===== config.mk =====
export PLATFORM = sky130hd
export DESIGN_NAME = au_rr_arbiter
export DESIGN_NICKNAME = d
export VERILOG_FILES = /design/src/rtl/au_rr_arbiter_pkg.sv /design/src/rtl/au_rr_arbiter_encode.sv /design/src/rtl/au_rr_arbiter.sv
export SDC_FILE = /design/constraint.sdc
export NUM_CORES = 1
export LEC_CHECK = 0
export CAP_MARGIN = 25
export CORE_AREA = 4 4 73 75
export DETAILED_ROUTE_END_ITERATION = 6
export DIE_AREA = 0 0 77 79
export DONT_BUFFER_PORTS = 1
export GPL_TIMING_DRIVEN = 0
export SLEW_MARGIN = 25
export SYNTH_ARGS = -nofsm -noshare
export SYNTH_HDL_FRONTEND = slang
export SYNTH_HIERARCHICAL = 1
export SYNTH_SLANG_ARGS = --single-unit

===== constraint.sdc =====
create_clock -name clk -period 10.5 [get_ports clk]
set_clock_uncertainty 0.05 [all_clocks]
set_input_delay 2.1 -clock clk [delete_from_list [all_inputs] [get_ports clk]]
set_output_delay 2.1 -clock clk [all_outputs]
set_load 0.005 [all_outputs]

===== src/rtl/au_rr_arbiter_pkg.sv =====
// Shared definitions for the round-robin arbiter and its one-hot encoder:
// the index-width helper and the two-state grant FSM encoding.
package au_rr_arbiter_pkg;

    // Bits needed to index x items, never less than one.
    function automatic int clogb2(input int x);
        int r;
        r = 1;
        while ((1 << r) < x) r++;
        return r;
    endfunction

    localparam logic ST_IDLE  = 1'b0;
    localparam logic ST_GRANT = 1'b1;

    typedef enum logic {
        IDLE  = ST_IDLE,
        GRANT = ST_GRANT
    } state_t;

endpackage


===== src/rtl/au_rr_arbiter_encode.sv =====
// One-hot to binary encoder; the input must carry at most one set bit,
// and an all-zero input encodes to index 0.
module AU_encode
    import au_rr_arbiter_pkg::*;
#(
    parameter int WIDTH = 8,
    localparam int IW = clogb2(WIDTH)
) (
    input  logic [WIDTH-1:0] a,
    output logic [IW-1:0]    z
);

    always_comb begin
        z = '0;
        for (int i = 0; i < WIDTH; i++) begin
            if (a[i]) z = z | IW'(i);
        end
    end

endmodule


===== src/rtl/au_rr_arbiter.sv =====
// Registered round-robin arbiter with a valid/ready grant handshake; the
// just-served requester is masked for the cycle of its handshake.
module au_rr_arbiter
    import au_rr_arbiter_pkg::*;
#(
    parameter int WIDTH = 8,
    localparam int IW = clogb2(WIDTH)
) (
    input  logic             clk,
    input  logic             rst,
    input  logic [WIDTH-1:0] req,
    output logic             gnt_valid,
    input  logic             gnt_ready,
    output logic [WIDTH-1:0] gnt,
    output logic [IW-1:0]    gnt_idx
);

    state_t           state_p0, state_n;
    logic [IW-1:0]    ptr_p0, ptr_n, ptr_inc;
    logic [WIDTH-1:0] gnt_p0, gnt_n;

    // Rotate the doubled vector so bit p lands at 0, isolate the lowest set
    // bit, then rotate the result back into requester positions.
    function automatic logic [WIDTH-1:0] rr_pick(input logic [WIDTH-1:0] cand,
                                                 input logic [IW-1:0]    p);
        logic [2*WIDTH-1:0] dbl;
        logic [WIDTH-1:0]   rot;
        logic [WIDTH-1:0]   low;
        logic [2*WIDTH-1:0] back;
        dbl  = {cand, cand};
        rot  = dbl[p +: WIDTH];
        low  = rot & (~rot + WIDTH'(1));
        back = {low, low} << p;
        return back[WIDTH +: WIDTH];
    endfunction

    assign ptr_inc = (gnt_idx == IW'(WIDTH - 1)) ? '0 : gnt_idx + IW'(1);

    always_comb begin
        state_n = state_p0;
        ptr_n   = ptr_p0;
        gnt_n   = gnt_p0;
        case (state_p0)
            IDLE: begin
                if (|req) begin
                    gnt_n   = rr_pick(req, ptr_p0);
                    state_n = GRANT;
                end
            end
            GRANT: begin
                if (gnt_ready) begin
                    ptr_n   = ptr_inc;
                    gnt_n   = rr_pick(req & ~gnt_p0, ptr_inc);
                    state_n = (|gnt_n) ? GRANT : IDLE;
                end
            end
            default: begin
                state_n = IDLE;
                gnt_n   = '0;
            end
        endcase
    end

    // Stage p0: FSM state, priority pointer and registered grant
    always_ff @(posedge clk) begin
        if (rst) begin
            state_p0 <= IDLE;
            ptr_p0   <= '0;
            gnt_p0   <= '0;
        end else begin
            state_p0 <= state_n;
            ptr_p0   <= ptr_n;
            gnt_p0   <= gnt_n;
        end
    end

    assign gnt_valid = (state_p0 == GRANT);
    assign gnt       = gnt_p0;

    AU_encode #(.WIDTH(WIDTH)) u_encode (
        .a (gnt_p0),
        .z (gnt_idx)
    );

endmodule


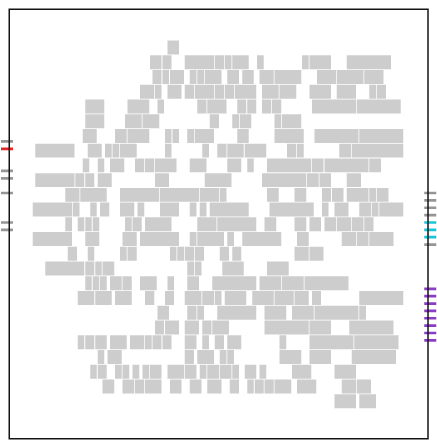
*Ports around the boundary, run 1*
Pins as bars across the die edge, other pins in gray.
[req] purple | pins: 8 | direction: input | edge: right
[gnt_valid] red | pins: 1 | direction: output | edge: left
[gnt_idx] cyan | pins: 3 | direction: output | edge: right
all pins by edge: 16 right, 7 left
I/O Buffers: 0
Die Ht: 79 um
die x size: 77 um

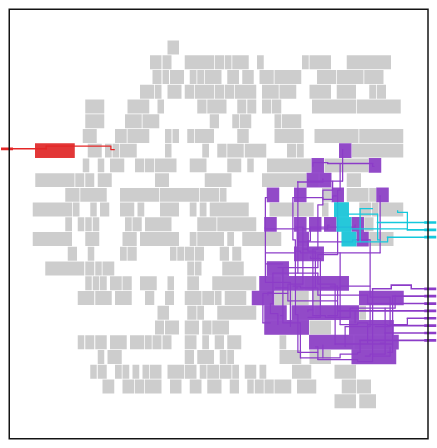
*Port wiring, run 1*
[req] purple | direction: input | end cells: 32 | buffers: 0 | wire: 659 um
[gnt_idx] cyan | direction: output | end cells: 3 | buffers: 0 | wire: 61.5 um
[gnt_valid] red | direction: output | end cells: 1 | buffers: 0 | wire: 20.0 um
I/O pins: 23

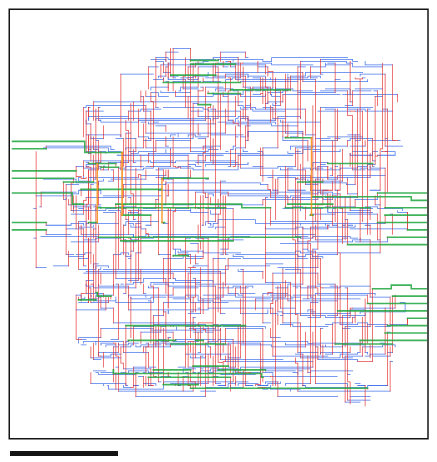
*Wiring by layer, run 1*
Bar = 20 um.
[M1] blue | wire length: 3190 um
[M4] orange | wire length: 44.9 um
[M3] green | wire length: 654 um
[M2] red | wire length: 2650 um
drt total wl: 6541 um
DR vias: 2349
GRT Overall Usage: 0.2194
WL per Instance: 19.47 um

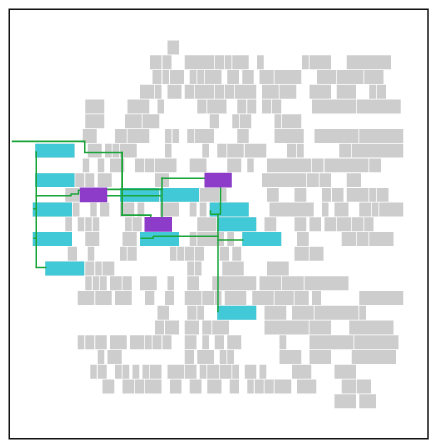
*Clock network drawn from the DEF, run 1*
[clock wires] green | length: 172 um
[flip-flops] cyan | count: 12
[clock-net drivers] purple | count: 3
routed clock nets: 4
Worst-Skew Late Latency: 0.24 ns

==> deck_impl_summary.md, run 1 <==
Synthesis and Place & Route Summary

Outcome
  • Status: completed

Setup path
  • CP max stage delay: 0.49 ns
  • Reg-to-reg endpoint: gnt_valid$_SDFF_PP0_
  • CP Capture Type: flip-flop
  • Reg2reg setup slack: 6.25 ns
  • CP Max Fanout: 9
  • CP Data Required Time: 10.63 ns
  • Most Frequent Cell on Critical Path: a211oi_1
  • CP top delay family: AND-OR/OR-AND gates
  • Slowest-stage cell, CP: mux4_2
  • Crit path buf inv count: 0
  • Worst path cell trace: mux4_2 > or3b_2 > a211oi_1 > a31oi_1 > a211oi_1 > a221oi_1 > nor3_1 > o21a_1
  • Reg2reg start: gnt[3]$_SDFFE_PP0P_

Floorplanning
  • Die ar.: 6083 um^2
  • Floorplan utilization: 0.4899

Yosys
  • Simple-Gate Area Share: 0.2729
  • Post-Synth Adder-Cell Area: 0.01096
  • Ao+oa area frac: 0.2362
  • Syn avg cell area: 8.214 um^2
  • Yosys warnings: 6
  • Top comb family, area: multiplexers
  • Post-synth top flop: dfxtp_1

Global routing
  • Largest net degree at the start of global routing: 11
  • Initial antenna violation count: 0
  • GR Overflow Total: 0
  • First-pass GRT wire length: 10880 um
  • Number of global-route vias before repair: 2101

Hold path
  • Class of the worst hold path: reg -> reg
  • Hold endpoint: gnt[1]$_SDFFE_PP0P_

Clock network
  • CTS Buffer Depth: 2
  • Hold_buf cts: 0
  • Post-CTS Setup Repair Bufs: 0
  • Htree depth: 1

Drt
  • # DRC: 0
  • DRT iter0 DRCs: 206
  • Post-route ant nets: 0

Timing
  • RSZ-0062 raised after global routing: no
  • Min Tclk post-route: 4.408 ns
  • Final hold vios: 0
  • Setup_tns: 0 ns
  • Final setup viols: 0

Placed design
  • Placed cell count: approximately 330
  • Pre-CTS setup slack: 5.871 ns

Cells and area
  • Ant diodes: 0
  • Finished Layout Cells: around 340

Flow run
  • Tool warning count: 26
[run 1: per-stage QoR]
step	cell area [um^2]	hold WS (ns)	utilization
global route	2406	0.5903	0.5162
floorplan	2283	0.4563	-
finish	2406	0.5483	0.5162
detailed placement	2351	0.5349	0.5044
CTS	2406	0.5409	0.5162
global placement	2351	0.5316	0.5044
[run 1: worst min-delay path, delay by kind of cell, from the launching register on]
kind	cells	cell delay [ns]
and+or+nand+nor	1	0.09
DFF	1	0.38
AOI/OAI and AO/OA	1	0.08
[run 1: synth_stat cells, types with 3 or more instances]
master    number  area (um^2)
a211oi_1       6        45.04
a21oi_1       11        55.05
a221o_1        4        40.04
a221oi_1       4        35.03
a22oi_1        5        37.54
a31oi_1        4        25.02
and2_1         4        25.02
buf_2          4        20.02
clkbuf_1       9        33.78
dfxtp_1       12        240.2
mux2_2        18        202.7
mux2i_1        9        90.09
mux4_2        17        382.9
nand2_1       25        93.84
nand2b_1      12        75.07
nand3_1        7        35.03
nor2_1        28        105.1
nor2b_1        8        50.05
nor3_1        10        50.05
o211ai_1       4        30.03
o21ai_0       14        70.07
or2_2          4        25.02
or3_1          3        18.77
or4_1          5        37.54
[run 1: cells in the final DEF, fill, tap and decap left out, drive strengths merged, types with 2 or more instances in the layout]
cell type,n
dfxtp,12
a31oi,4
mux2,19
nor2,28
o21ai,15
o22ai,2
nand3b,2
a211oi,6
clkbuf,13
ha,2
nand2,25
a221oi,4
nor2b,8
o211ai,4
and2,4
inv,4
and3,2
a22oi,5
or3b,4
mux4,18
nor4b,2
nor3,10
mux2i,11
or2,5
nand2b,12
or4,5
a221o,4
buf,8
o2bb2ai,2
a21oi,11
or3,3
o2111a,2
nand3,7
[run 1: state kept, by name (all words and copies together) (netlist names)]
signal,count
ptr_p0,3
gnt_valid,1
gnt,8
[run 1: routing by layer]
layer	vias up	track usage	routed length [um]
li1	1101	-	-
met4	0	0.02847	44
met3	10	0.04535	653
met2	106	0.2988	2652
met5	-	0	0
met1	1132	0.3550	3190
[run 1: worst max path at each step]
stage	start	to	slack [ns]	cells after the start
3_3_place_gp	req[6]	gnt[6]$_SDFFE_PP0P_	5.83	8
2_1_floorplan	req[1]	gnt[0]$_SDFFE_PP0P_	6.20	8
3_5_place_dp	req[6]	gnt[6]$_SDFFE_PP0P_	5.87	8
6_report	req[6]	gnt[6]$_SDFFE_PP0P_	6.09	8
4_1_cts	req[6]	gnt[6]$_SDFFE_PP0P_	6.10	8
5_1_grt	req[6]	gnt[6]$_SDFFE_PP0P_	5.92	8
[run 1: cell families (layout without fill, tap and decap cells)]
kind of cell | count (synthesis) | after routing
and+or+nand+nor | 119 | 119
adders and majority gates | 2 | 2
buffers and inverters | 22 | 26
AOI/OAI and AO/OA | 75 | 75
muxes | 48 | 48
DFF | 12 | 12
[run 1: area by class of cell]
type / instances / area (um^2) / share of cell area
Buffer: 17 / 83.83 / 0.03484
Clock buffer: 4 / 55.05 / 0.02288
Inverter: 5 / 18.77 / 0.007800
Sequential cell: 12 / 240.2 / 0.09984
Tap cell: 54 / 67.56 / 0.02808
Multi-Input combinational cell: 244 / 1941 / 0.8066
==> run 1 -> run 2 <==
--- a/config.mk
+++ b/config.mk
@@ -11,6 +11,7 @@
 export DIE_AREA = 0 0 77 79
 export DONT_BUFFER_PORTS = 1
 export GPL_TIMING_DRIVEN = 0
+export PLACE_DENSITY = 0.66
 export SLEW_MARGIN = 25
 export SYNTH_ARGS = -nofsm -noshare
 export SYNTH_HDL_FRONTEND = slang
==> constraint.sdc (replaced) <==
create_clock -name clk -period 3.7 [get_ports clk]
set_clock_uncertainty 0.05 [all_clocks]
set_input_delay 0.74 -clock clk [delete_from_list [all_inputs] [get_ports clk]]
set_output_delay 0.74 -clock clk [all_outputs]
set_load 0.005 [all_outputs]
==> deck_impl_summary.md, run 2 <==
Synthesis and Place & Route Summary

Outcome
  • Status: finished, violations left
  • Failing checks: negative setup slack

Timing
  • Final worst path period share: 1.038
  • Final hold vios: 0 (unchanged)
  • Slew at the pin closest to its max-slew limit: 0.7669 ns
  • Final WS setup: -0.1394 ns
  • Final setup viols: 9 (+9)
  • Fmax: approximately 260 MHz
  • Min Tclk post-route: 3.839 ns
  • Hold Slack: 0.5321 ns (-0.01619 ns)
  • RSZ-0062 raised after global routing: yes

Yosys
  • Yosys top cell area share: 0.1677 (unchanged)
  • Yosys warnings: 6 (unchanged)
  • Post-synth top flop: dfxtp_1
  • Top cells by area: mux4_2 (17%), dfxtp_1 (11%), mux2_2 (8.9%)
  • Async set or reset register ratio after synthesis: 0
  • Unique masters post-synth: 63
  • Post-synth EDFFs: 0
  • Syn avg cell area: 8.214 um^2 (unchanged)
  • Count leader, synth: nor2_1
  • Synth cell count leaders: nor2_1 (28), nand2_1 (25), mux2_2 (18)
  • Post-Syn Area: between 2000 and 2500 um^2
  • Leading area contributor after synthesis: mux4_2

Clock network
  • CTS Root Cell: clkbuf_8
  • Worst-Skew Late Latency: 0.24 ns (about the same)
  • Clock-pin transition on the worst setup and hold timing paths: 0.05 ns
  • CTS Buffer Depth: 2 (unchanged)
  • Sink Count: 12
  • Htree depth: 1 (unchanged)
  • Hold_buf cts: 0 (unchanged)

Cells and area
  • Share of cells above drive strength 1: 0.3007
  • Logic area: 2103 um^2 (+8.4%)
  • Reg area: 245.2 um^2 (+2.1%)
  • Ant diodes: 0 (unchanged)
  • Max FFs per register: 8 (unchanged)
  • Finished Layout Cells: 340 (+1.2%)
  • Top cells excl fill/tap: nor2_1 (25), nand2_1 (25), mux4_2 (17)
  • Fin util: 0.5616 (+0.04537)

Floorplanning
  • Floorplan utilization: 0.4899 (unchanged)
  • Die x size: 77 um (unchanged)
  • Die Ht: 79 um (unchanged)
  • Die ar.: 6083 um^2 (unchanged)
  • I/O pins: 23 (unchanged)

Placed design
  • GPL Wtd Cong: 0.8963
  • I/O Buffers: 0 (unchanged)
  • Placed cell count: 332 (unchanged)

Setup path
  • CP Data Required Time: 3.81 ns (-6.82 ns)
  • Crit Path Class: reg -> reg
  • Reg2reg setup slack: -0.14 ns (-6.39 ns)
  • Reg-to-reg endpoint: gnt[2]$_SDFFE_PP0P_
  • CP Capture Type: flip-flop
  • CP Max Fanout: 10 (+1)
  • Reg2reg start: gnt[7]$_SDFFE_PP0P_

Drt
  • DRT iter0 DRCs: 141 (-32%)
  • DR vias/cell: 6.924
  • # DRC: 0 (unchanged)
  • Post-route ant nets: 0 (unchanged)

Hold path
  • Hold Crit Start: gnt[3]$_SDFFE_PP0P_
  • Hold endpoint: gnt[3]$_SDFFE_PP0P_
  • Class of the worst hold path: reg -> reg

Global routing
  • Initial antenna violation count: 0 (unchanged)
  • GR Overflow Total: 0 (unchanged)
  • Number of global-route vias before repair: 2165 (+3.0%)
  • First-pass GRT wire length: 11030 um (+1.3%)
  • Largest net degree at the start of global routing: 11 (unchanged)

Flow run
  • Tool warning count: 28 (+7.7%)
==> run 2: netlist changes by cell type in the layout (fill, tap and decap cells not counted), moves of 3 or more <==
cell | previous run | this run
mux2_4 | 1 | 4
buf_4 | 2 | 6
o21ai_0 | 14 | 10
nor2_1 | 28 | 25
mux2i_4 | 1 | 4
o21ai_1 | 1 | 4
mux2_2 | 18 | 15
==> run 2: what timing repair did <==
| item | 4_1_cts | 5_1_grt |
|---|---|---|
| hold endpoints to repair | 0 | 0 |
| setup buffers | 5 | 1 |
| resized | 30 | 7 |
| pin swaps | 11 | 6 |
| endpoints found under the setup margin | 9 | 9 |
==> run 2: logic make-up after synthesis <==
| family | after synthesis | synth area share |
|---|---|---|
| DFF | 12 | 0.1052 |
| and+or+nand+nor | 119 | 0.2729 |
| buffers and inverters | 22 | 0.04493 |
| muxes | 48 | 0.3299 |
| AOI/OAI and AO/OA | 75 | 0.2362 |
| adders and majority gates | 2 | 0.01096 |
==> run 2: layout make-up <==
cell class / instances / area share
buffer: 15 / 0.03011
clock buffer: 4 / 0.02103
inverter: 5 / 0.007170
multi-input combinational: 244 / 0.8035
sequential: 12 / 0.09369
tap: 54 / 0.02581
timing repair buffer: 6 / 0.01864
==> run 2: worst max path at each step <==
stage / startpoint / to / cells after the start
floorplan: gnt[3]$_SDFFE_PP0P_ / gnt[0]$_SDFFE_PP0P_ / 12
global route: gnt[7]$_SDFFE_PP0P_ / gnt[0]$_SDFFE_PP0P_ / 12
CTS: gnt[7]$_SDFFE_PP0P_ / gnt[0]$_SDFFE_PP0P_ / 12
global placement: gnt[3]$_SDFFE_PP0P_ / gnt_valid$_SDFF_PP0_ / 13
detailed placement: gnt[3]$_SDFFE_PP0P_ / gnt_valid$_SDFF_PP0_ / 13
finish: gnt[7]$_SDFFE_PP0P_ / gnt[2]$_SDFFE_PP0P_ / 13
==> run 2: worst max-delay path, cell delays in order, from the launching register on <==
cell	delay [ns]
dfxtp_4	0.37
or4_4	0.60
ha_4	0.19
ha_4	0.16
or2_1	0.22
buf_6	0.14
buf_6	0.14
mux4_2	0.51
mux2i_4	0.24
or3b_1	0.39
a21oi_2	0.16
a22oi_1	0.14
o2111a_1	0.25
a211oi_1	0.19
==> run 2: layer usage <==
layer / share of wire / global-route usage
met1: 0.48 / 0.3293
met4: 0.0021 / 0.01601
met3: 0.086 / 0.05782
met2: 0.43 / 0.3380
met5: 0 / 0
==> run 2: through the flow <==
| stage | instance area, um^2 | worst slack [ns] | setup TNS (ns) |
|---|---|---|---|
| 2_1_floorplan | 2290 | 0.01240 | 0 |
| 3_3_place_gp | 2357 | -0.3654 | -2.400 |
| 3_5_place_dp | 2357 | -0.3801 | -2.508 |
| 4_1_cts | 2584 | -0.1192 | -0.6104 |
| 5_1_grt | 2618 | -0.2646 | -1.813 |
| 6_report | 2618 | -0.1394 | -0.6253 |
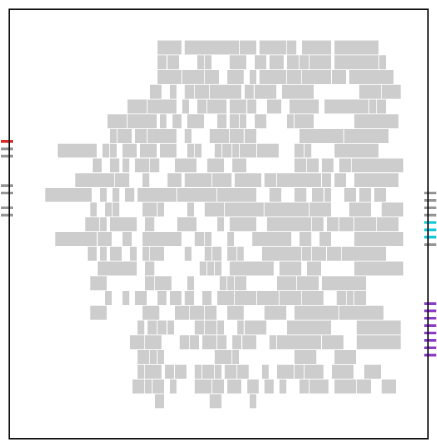
*Ports around the boundary, run 2*
Pins as bars across the die edge, other pins in gray.

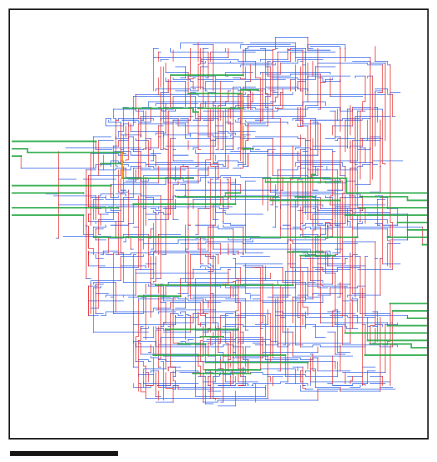
*Wiring by layer, run 2*
Bar = 20 um.
[M3] green | wire length: 584 um
[M2] red | wire length: 2930 um
[M4] orange | wire length: 15.0 um
[M1] blue | wire length: 3240 um
DR vias: 2354
GRT Overall Usage: 0.2221
WL per Instance: 19.90 um
drt total wl: 6766 um

==> run 2 -> run 3 <==
--- a/config.mk
+++ b/config.mk
@@ -5,7 +5,7 @@
 export SDC_FILE = /design/constraint.sdc
 export NUM_CORES = 1
 export LEC_CHECK = 0
-export CAP_MARGIN = 25
+export CAP_MARGIN = 20
 export CORE_AREA = 4 4 73 75
 export DETAILED_ROUTE_END_ITERATION = 6
 export DIE_AREA = 0 0 77 79
==> deck_impl_summary.md, run 3 <==
Synthesis and Place & Route Summary

Setup path
  • CP Max Fanout: 10 (unchanged)
  • Reg2reg setup slack: -0.14 ns (about the same)
  • CP Data Required Time: 3.81 ns (about the same)
  • Crit Path Class: reg -> reg
  • CP Capture Type: flip-flop
  • Reg-to-reg endpoint: gnt[2]$_SDFFE_PP0P_
  • Reg2reg start: gnt[7]$_SDFFE_PP0P_

Placed design
  • Placed cell count: 332 (unchanged)
  • I/O Buffers: 0 (unchanged)
  • GPL Wtd Cong: 0.8963 (unchanged)

Hold path
  • Class of the worst hold path: reg -> reg
  • Hold endpoint: gnt[3]$_SDFFE_PP0P_
  • Hold Crit Start: gnt[3]$_SDFFE_PP0P_

Cells and area
  • Max FFs per register: 8 (unchanged)
  • Share of cells above drive strength 1: 0.3007 (unchanged)
  • Finished Layout Cells: 340 (unchanged)
  • Ant diodes: 0 (unchanged)
  • Reg area: 245.2 um^2 (unchanged)
  • Logic area: 2103 um^2 (unchanged)
  • Fin util: 0.5616 (unchanged)

Floorplanning
  • Die x size: 77 um (unchanged)
  • Die ar.: 6083 um^2 (unchanged)
  • Rows: 25
  • Die Ht: 79 um (unchanged)
  • Floorplan utilization: 0.4899 (unchanged)
  • I/O pins: 23 (unchanged)

Yosys
  • Top comb family, area: multiplexers
  • Leading area contributor after synthesis: mux4_2
  • Post-Syn Area: 2283 um^2 (unchanged)
  • Post-Synth Adder-Cell Area: 0.01096 (unchanged)
  • Post-synth top flop: dfxtp_1
  • Post-synth EDFFs: 0 (unchanged)
  • Top cells by area: mux4_2 (17%), dfxtp_1 (11%), mux2_2 (8.9%)
  • Synth cell count leaders: nor2_1 (28), nand2_1 (25), mux2_2 (18)
  • Syn avg cell area: 8.214 um^2 (unchanged)
  • Async set or reset register ratio after synthesis: 0 (unchanged)
  • Count leader, synth: nor2_1
  • Xor+xnor area frac: 0 (unchanged)
  • Simple-Gate Area Share: 0.2729 (unchanged)
  • Ao+oa area frac: 0.2362 (unchanged)
  • Yosys warnings: 6 (unchanged)
  • Mux area share: 0.3299 (unchanged)
  • Unique masters post-synth: 63 (unchanged)

Outcome
  • Failing checks: negative setup slack
  • Status: finished, violations left

Timing
  • Slew at the pin closest to its max-slew limit: 0.7669 ns (unchanged)
  • Final setup viols: 9 (unchanged)
  • Min Tclk post-route: 3.839 ns (unchanged)
  • Max-slew headroom: 0.4872
  • RSZ-0062 raised after global routing: yes
  • Final hold vios: 0 (unchanged)
  • Final WS setup: -0.1394 ns (unchanged)
  • Final worst path period share: 1.038 (unchanged)

Global routing
  • GR Overflow Total: 0 (unchanged)
  • First-pass GRT wire length: 11030 um (unchanged)
  • Initial antenna violation count: 0 (unchanged)
  • Largest net degree at the start of global routing: 11 (unchanged)
  • Number of global-route vias before repair: 2165 (unchanged)
  • GRT Overall Usage: 0.2221 (unchanged)

Drt
  • DRT iter0 DRCs: 141 (unchanged)
  • WL per Instance: 19.90 um (unchanged)
  • # DRC: 0 (unchanged)
  • DR vias/cell: 6.924 (unchanged)
  • Drt total wl: 6766 um (unchanged)

Clock network
  • Clock-pin transition on the worst setup and hold timing paths: 0.05 ns (about the same)
  • CTS Root Cell: clkbuf_8
  • Sink Count: 12 (unchanged)
  • Htree depth: 1 (unchanged)
  • CTS Buffer Depth: 2 (unchanged)

Flow run
  • Tool warning count: 28 (unchanged)
==> run 3: cell counts in the layout (fill, tap and decap cells not counted) <==
No cell type changed its count.
==> run 3: metrics by stage <==
step           cell area [um^2]  worst slack (ns)  TNS [ns]
2_1_floorplan              2290           0.01240         0
3_3_place_gp               2357           -0.3654    -2.400
3_5_place_dp               2357           -0.3801    -2.508
4_1_cts                    2584           -0.1192   -0.6104
5_1_grt                    2618           -0.2646    -1.813
6_report                   2618           -0.1394   -0.6253
==> run 3: area by class of cell <==
type,instances,area share
Multi-Input combinational cell,244,0.8035
Sequential cell,12,0.09369
Buffer,15,0.03011
Tap cell,54,0.02581
Clock buffer,4,0.02103
Timing Repair Buffer,6,0.01864
Inverter,5,0.007170
==> run 3: critical path: stages (launching register included) <==
cell and delay [ns]:
dfxtp_4 0.37, or4_4 0.60, ha_4 0.19, ha_4 0.16, or2_1 0.22, buf_6 0.14, buf_6 0.14, mux4_2 0.51
mux2i_4 0.24, or3b_1 0.39, a21oi_2 0.16, a22oi_1 0.14, o2111a_1 0.25, a211oi_1 0.19
==> run 3: logic make-up (layout without fill, tap and decap cells) <==
kind of cell	Yosys count	in the layout
buf+inv	22	30
compound gates	75	75
flops	12	12
fa+ha+maj	2	2
mux	48	48
simple gates	119	119
==> run 3: routing by layer <==
metal / track usage / vias to the layer above / share of wire
li1: - / 1116 / -
met1: 0.3293 / 1156 / 0.48
met2: 0.3380 / 78 / 0.43
met3: 0.05782 / 4 / 0.086
met4: 0.01601 / 0 / 0.0021
met5: 0 / - / 0
==> run 3: worst max-delay path by stage <==
stage | from | end | slack (ns) | depth (start not counted)
floorplan | gnt[3]$_SDFFE_PP0P_ | gnt[0]$_SDFFE_PP0P_ | 0.01 | 12
global placement | gnt[3]$_SDFFE_PP0P_ | gnt_valid$_SDFF_PP0_ | -0.37 | 13
detailed placement | gnt[3]$_SDFFE_PP0P_ | gnt_valid$_SDFF_PP0_ | -0.38 | 13
CTS | gnt[7]$_SDFFE_PP0P_ | gnt[0]$_SDFFE_PP0P_ | -0.12 | 12
global route | gnt[7]$_SDFFE_PP0P_ | gnt[0]$_SDFFE_PP0P_ | -0.26 | 12
finish | gnt[7]$_SDFFE_PP0P_ | gnt[2]$_SDFFE_PP0P_ | -0.14 | 13
==> run 3: what timing repair did <==
item	in CTS	in global routing
hold buffers	0	0
pin swaps	11	6
buffers inserted	5	1
resized	30	7
endpoints found under the setup margin	9	9
hold endpoints to repair	0	0
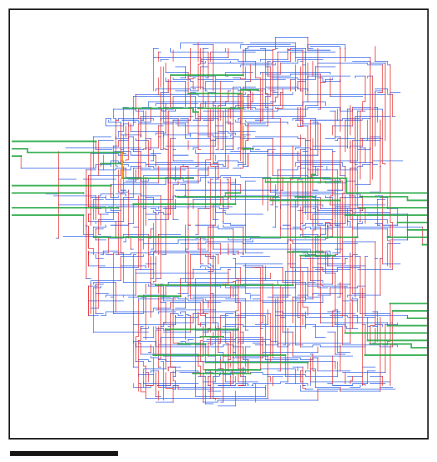
*Wiring by layer, run 3*
Bar = 20 um.
[M3] green | wire length: 584 um
[M1] blue | wire length: 3240 um
[M2] red | wire length: 2930 um
[M4] orange | wire length: 15.0 um

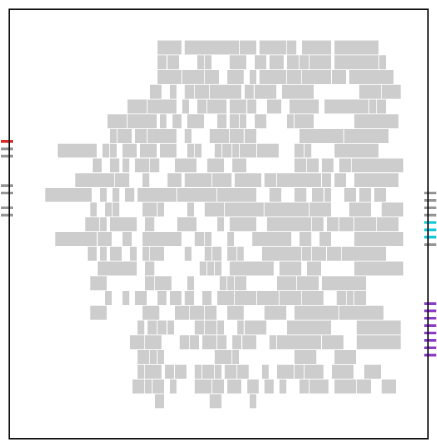
*Ports around the boundary, run 3*
Pins as bars across the die edge, other pins in gray.
[req] purple | pins: 8 | direction: input | edge: right
[gnt_idx] cyan | pins: 3 | direction: output | edge: right
[gnt_valid] red | pins: 1 | direction: output | edge: left

